Figure 1. Placement view (run 1).
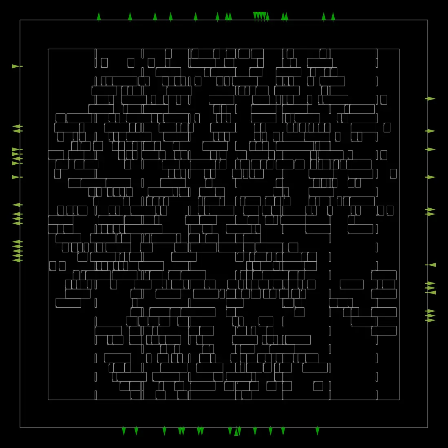
Figure 2. Power grid (run 1).
Scale bar: 20 um. Pins as bars on the die edge. Tap cells in grey.
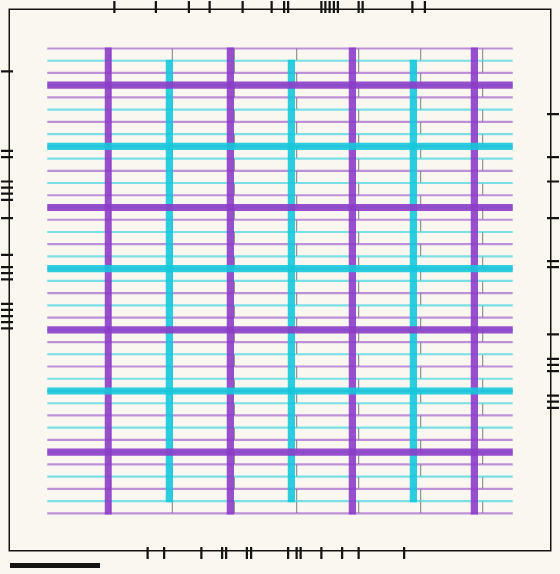
Figure 3. Sequential cells grouped by signal name (run 1).
Scale bar: 20 um.
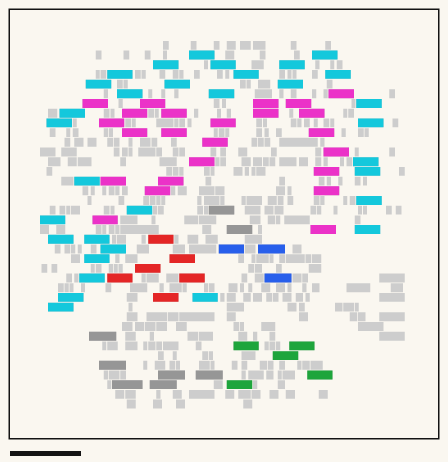
Figure 4. I/O nets highlighted (run 1).
Scale bar: 20 um.
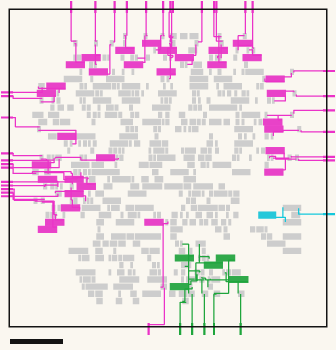
Design imem_loader, sky130hd; sources not shown.
==> qor.yml, run 1 <==
status:
  status: "finished, final reports clean"
layout:
  seq_cell_count: 78
  clock_tree_area_fraction_pct: 5.37
  layout_top_cells: "nand2_1, dfxtp_1, a21oi_1"
  buffers: 86
  dominant_cells: "multi-input combinational cells"
  lay_top_count: "nand2_1"
  inv_count: 6
  antennaDiodeCount: 0
  clockBufferCount: 10
  logic_gate_count: 292
  logic_area_um2: 1610
  nonClkBufAreaFrac_pct: 16.1
  design_area_um2: 4310
power:
  top_power_group: "registers"
  p_clk_uw: 1160
  comb_cell_power_uw: 491
  p_sw_share_pct: 28.9
  p_sw_uw: 876
  total_leakage_power_uw: 0.00163
  power_frac_clock_pct: 38.3
global_routing:
  antenna_found_initial: 0
  grt_pass1_vias: 2890
  grt_usage_pct: 12.5
  met1_usage_pct: 16.9
  grt_pass1_wl_um: 14600
  grt_max_degree: 32
synth:
  yosys-top-cells-area: "dfxtp_1, nand2_1, a21oi_1"
  synthXorXnorAreaFrac_pct: 3.77
  edf_count: 0
  top_area_share_pct: 48.1
  synth.most_common_cell: "nand2_1"
  synth.cellmix.simpleShare_pct: 24.1
  synth_cell_types: 40
  synth_chip_area_um2: 3250
  mux_share_pct: 3.08
  syn_inst: 402
  ys_cells: 402
  synth_flops: 78
  yosys_warnings: 0
  common_cells: "nand2_1, dfxtp_1, a21oi_1, nand3_1, nor2_1"
  floorplan.nets: 420
clock_network:
  hold_buffers: 0
  cts_tree: "yes"
  cts_max_path_buffers: 2
  clk_pin_slew_ns: 0.09
  post_cts_buffers: 0
  htreeDepth: 3
  cts_sinks: 78
detailed_routing:
  wl_met1_um: 4360
  routed-wl-met2_um: 3840
  drcViolationCount: 0
  wire_per_inst_um: 14.1
  vias: 2934
  wl_um: 8710
  drtPass1Iterations: 4
  route.met3.wl_um: 424
  vias_per_cell: 4.75
  highest_layer: "met4"
  drtIter0Drc: 150
  detail-route-antenna-nets: 0
worst_setup_path:
  cp_num_cells: 6
  crit_required_ns: 2.59
  ff2ff_path_depth: 5
  crit_type: "in2reg"
  crit_buf_inv: 1
  cp_data_arrival_time_ns: 2.42
  reg2reg_setup_slack_ns: 0.37
final_timing:
  setup_viol_count_final: 0
  max_freq_mhz: 459
  tightest_slew_ns: 0.547
  min_period_ns: 2.18
  slew_headroom_pct: 63.5
  finalCritPeriodShare_pct: 92.8
  holdWs_ns: 0.458
  rsz0062_at_grt: "false"
  hold_violations: 0
  slew_viol_final: 0
run:
  cap_violations: 0
floorplanning:
  rows: 38
  die-area_um2: 14400
placement:
  dp_slack_ns: -0.463
  hpwl_um: 6370
  gp_congestion: 0.747
## Picture notes: Figure 1
Core ar.: 10700 um^2
# fillers: 1144

## Picture notes: Figure 2
legend:
  VDD:
    colour: cyan
  VSS:
    colour: purple
met5 straps: 7
met4 straps: 7
met1 rails: 39
die width: 120 um
Worst VDD drop: 353 uV
Die Y: 120 um

## Picture notes: Figure 3
legend:
  `wr_data`:
    colour: cyan
    sequential_cells: 32
  `state`:
    colour: blue
    sequential_cells: 3
  `wr_addr`:
    colour: green
    sequential_cells: 5
  `asm_word`:
    colour: magenta
    sequential_cells: 24
  `len_q`:
    colour: red
    sequential_cells: 6
not coloured: 8
FF+latch area: 1570 um^2
Util after Layout: 40.3%
sequential cell area share: 36.5%
Seq. pwr: 1380 uW

## Picture notes: Figure 4
legend:
  `wr_addr`:
    colour: green
    direction: output
    edge: bottom
    end_cells: 5
    buffers: 5
    wire: 194 um
  `wr_data`:
    colour: magenta
    direction: output
    edge: 13 top, 12 left, 6 right, 1 bottom
    end_cells: 32
    buffers: 32
    wire: 873 um
  `done`:
    colour: cyan
    direction: output
    edge: right
    end_cells: 1
    buffers: 1
    wire: 21.3 um
IO Count: 61
count of buffers from port buffering: 60

--- run 2 (diff from run 1) ---
--- a/config.mk
+++ b/config.mk
@@ -10,6 +10,8 @@
 export CORE_UTILIZATION = 30
 export CTS_BUF_LIST = sky130_fd_sc_hd__clkbuf_8
 export DETAILED_ROUTE_END_ITERATION = 12
+export DONT_BUFFER_PORTS = 1
+export HOLD_SLACK_MARGIN = 0.08
 export PLACE_DENSITY_LB_ADDON = 0.12
 export RECOVER_POWER = 25
 export SETUP_SLACK_MARGIN = 0.1
==> qor.yml, run 2 <==
status:
  status: "finished, final reports clean"
placement:
  hpwl_um: 6040  # -5.2%
  gp_congestion: 0.726  # -2.7%
  dp_slack_ns: 0.149  # +0.611 ns
layout:
  antennaDiodeCount: 0  # unchanged
  design_area_um2: 4030  # -6.5%
  logic_area_um2: 1590  # -1.6%
  inv_count: 6  # unchanged
  clockBufferCount: 10  # unchanged
  clock_tree_area_fraction_pct: 6.09  # +0.72 points
  dominant_cells: "multi-input combinational cells"
  layout_top_cells: "nand2_1, dfxtp_1, a21oi_1"
  lay_top_count: "nand2_1"
  nonClkBufAreaFrac_pct: 10.4  # -5.6 points
  seq_cell_count: 78  # unchanged
  logic_gate_count: 292  # unchanged
synth:
  common_cells: "nand2_1, dfxtp_1, a21oi_1, nand3_1, nor2_1"
  edf_count: 0  # unchanged
  synth_cell_types: 40  # unchanged
  syn_inst: 402  # unchanged
  synth.cellmix.simpleShare_pct: 24.1  # unchanged
  floorplan.nets: 420  # unchanged
  synth.cellmix.adderShare_pct: 2.31
  top_area_share_pct: 48.1  # unchanged
  synth.most_common_cell: "nand2_1"
  synthXorXnorAreaFrac_pct: 3.77  # unchanged
  synth_chip_area_um2: 3250  # unchanged
  mux_share_pct: 3.08  # unchanged
  synth_flops: 78  # unchanged
  ys_cells: 402  # unchanged
worst_setup_path:
  crit_required_ns: 1.64  # -0.95 ns
  ff2ff_path_depth: 6  # +1
  reg2reg_setup_slack_ns: 0.34  # -0.03 ns
  crit_type: "reg2out"
  crit_buf_inv: 2  # +1
  cp_data_arrival_time_ns: 1.40  # -1.02 ns
  cp_num_cells: 3  # -3
final_timing:
  slew_headroom_pct: 58.9  # -4.6 points
  finalCritPeriodShare_pct: 89.7  # -3.1 points
  max_freq_mhz: 475  # +3.5%
  hold_violations: 0  # unchanged
  rsz0062_at_grt: "false"
  setup_viol_count_final: 0  # unchanged
  holdWs_ns: 0.425  # -0.0332 ns
  tightest_slew_ns: 0.616  # +0.0690 ns
  slew_viol_final: 0  # unchanged
floorplanning:
  dieHeight_um: 120  # unchanged
  die-area_um2: 14400  # unchanged
  die_w_um: 120  # unchanged
  core_um2: 10700  # unchanged
  boundaryPins: 61  # unchanged
  rows: 38  # unchanged
global_routing:
  grt_usage_pct: 12.6  # +0.13 points
  antenna_found_initial: 0  # unchanged
  grt_pass1_vias: 2669  # -7.6%
  met1_usage_pct: 16.5  # -0.36 points
  grt_pass1_wl_um: 14500  # -0.85%
  grt_max_degree: 68  # +110%
run:
  cap_violations: 0  # unchanged
clock_network:
  clk_pin_slew_ns: 0.08  # about the same
  cts_max_path_buffers: 2  # unchanged
  cts_tree: "yes"
  htreeDepth: 3  # unchanged
  post_cts_buffers: 0  # unchanged
  cts_sinks: 78  # unchanged
detailed_routing:
  highest_layer: "met4"
  vias: 2794  # -4.8%
  drcViolationCount: 0  # unchanged
  vias_per_cell: 4.75  # about the same
  wl_met1_um: 4180  # -4.2%
  drtIter0Drc: 178  # +19%
  route.met3.wl_um: 581  # +37%
  detail-route-antenna-nets: 0  # unchanged
  routed-wl-met2_um: 3950  # +2.9%
  drtPass1Iterations: 4  # unchanged
  wl_um: 8770  # +0.72%
power:
  p_sw_uw: 811  # -7.5%
  sequentialPowerShare_pct: 46.1
  total_leakage_power_uw: 0.00149  # -8.3%
  p_sw_share_pct: 27.1  # -1.8 points
  comb_cell_power_uw: 365  # -26%
  p_clk_uw: 1250  # +8%
  vdd.ir_drop.worst_uv: 365  # +3.3%
  power_frac_clock_pct: 41.7  # +3.4 points
  seq-power_uw: 1380  # about the same
  top_power_group: "registers"
  combPwrFrac_pct: 12.2
Figure 5. Sequential cells grouped by signal name (run 2).
Scale bar: 20 um.
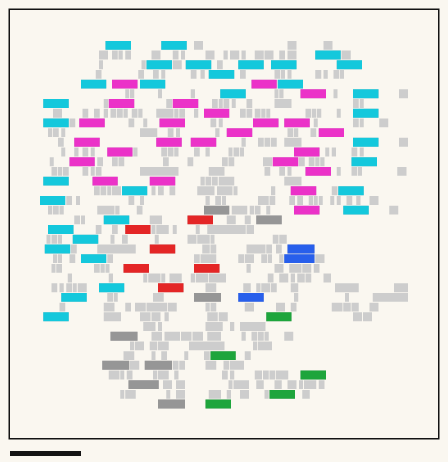
Util after Layout: 37.6%
FF+latch area: 1580 um^2
sequential cell area share: 39.2%

Figure 6. I/O nets highlighted (run 2).
Scale bar: 20 um.
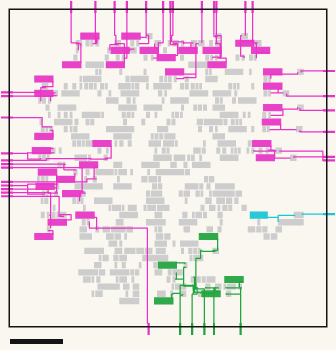
legend:
  `wr_data`:
    colour: magenta
    direction: output
    edge: 13 top, 12 left, 6 right, 1 bottom
    end_cells: 32
    buffers: 32
    wire: 915 um
  `wr_addr`:
    colour: green
    direction: output
    edge: bottom
    end_cells: 5
    buffers: 5
    wire: 182 um
  `done`:
    colour: cyan
    direction: output
    edge: right
    end_cells: 1
    buffers: 1
    wire: 21.7 um
count of buffers from port buffering: 0

Power figures rest on the tool's default switching activity, not on a simulated workload.
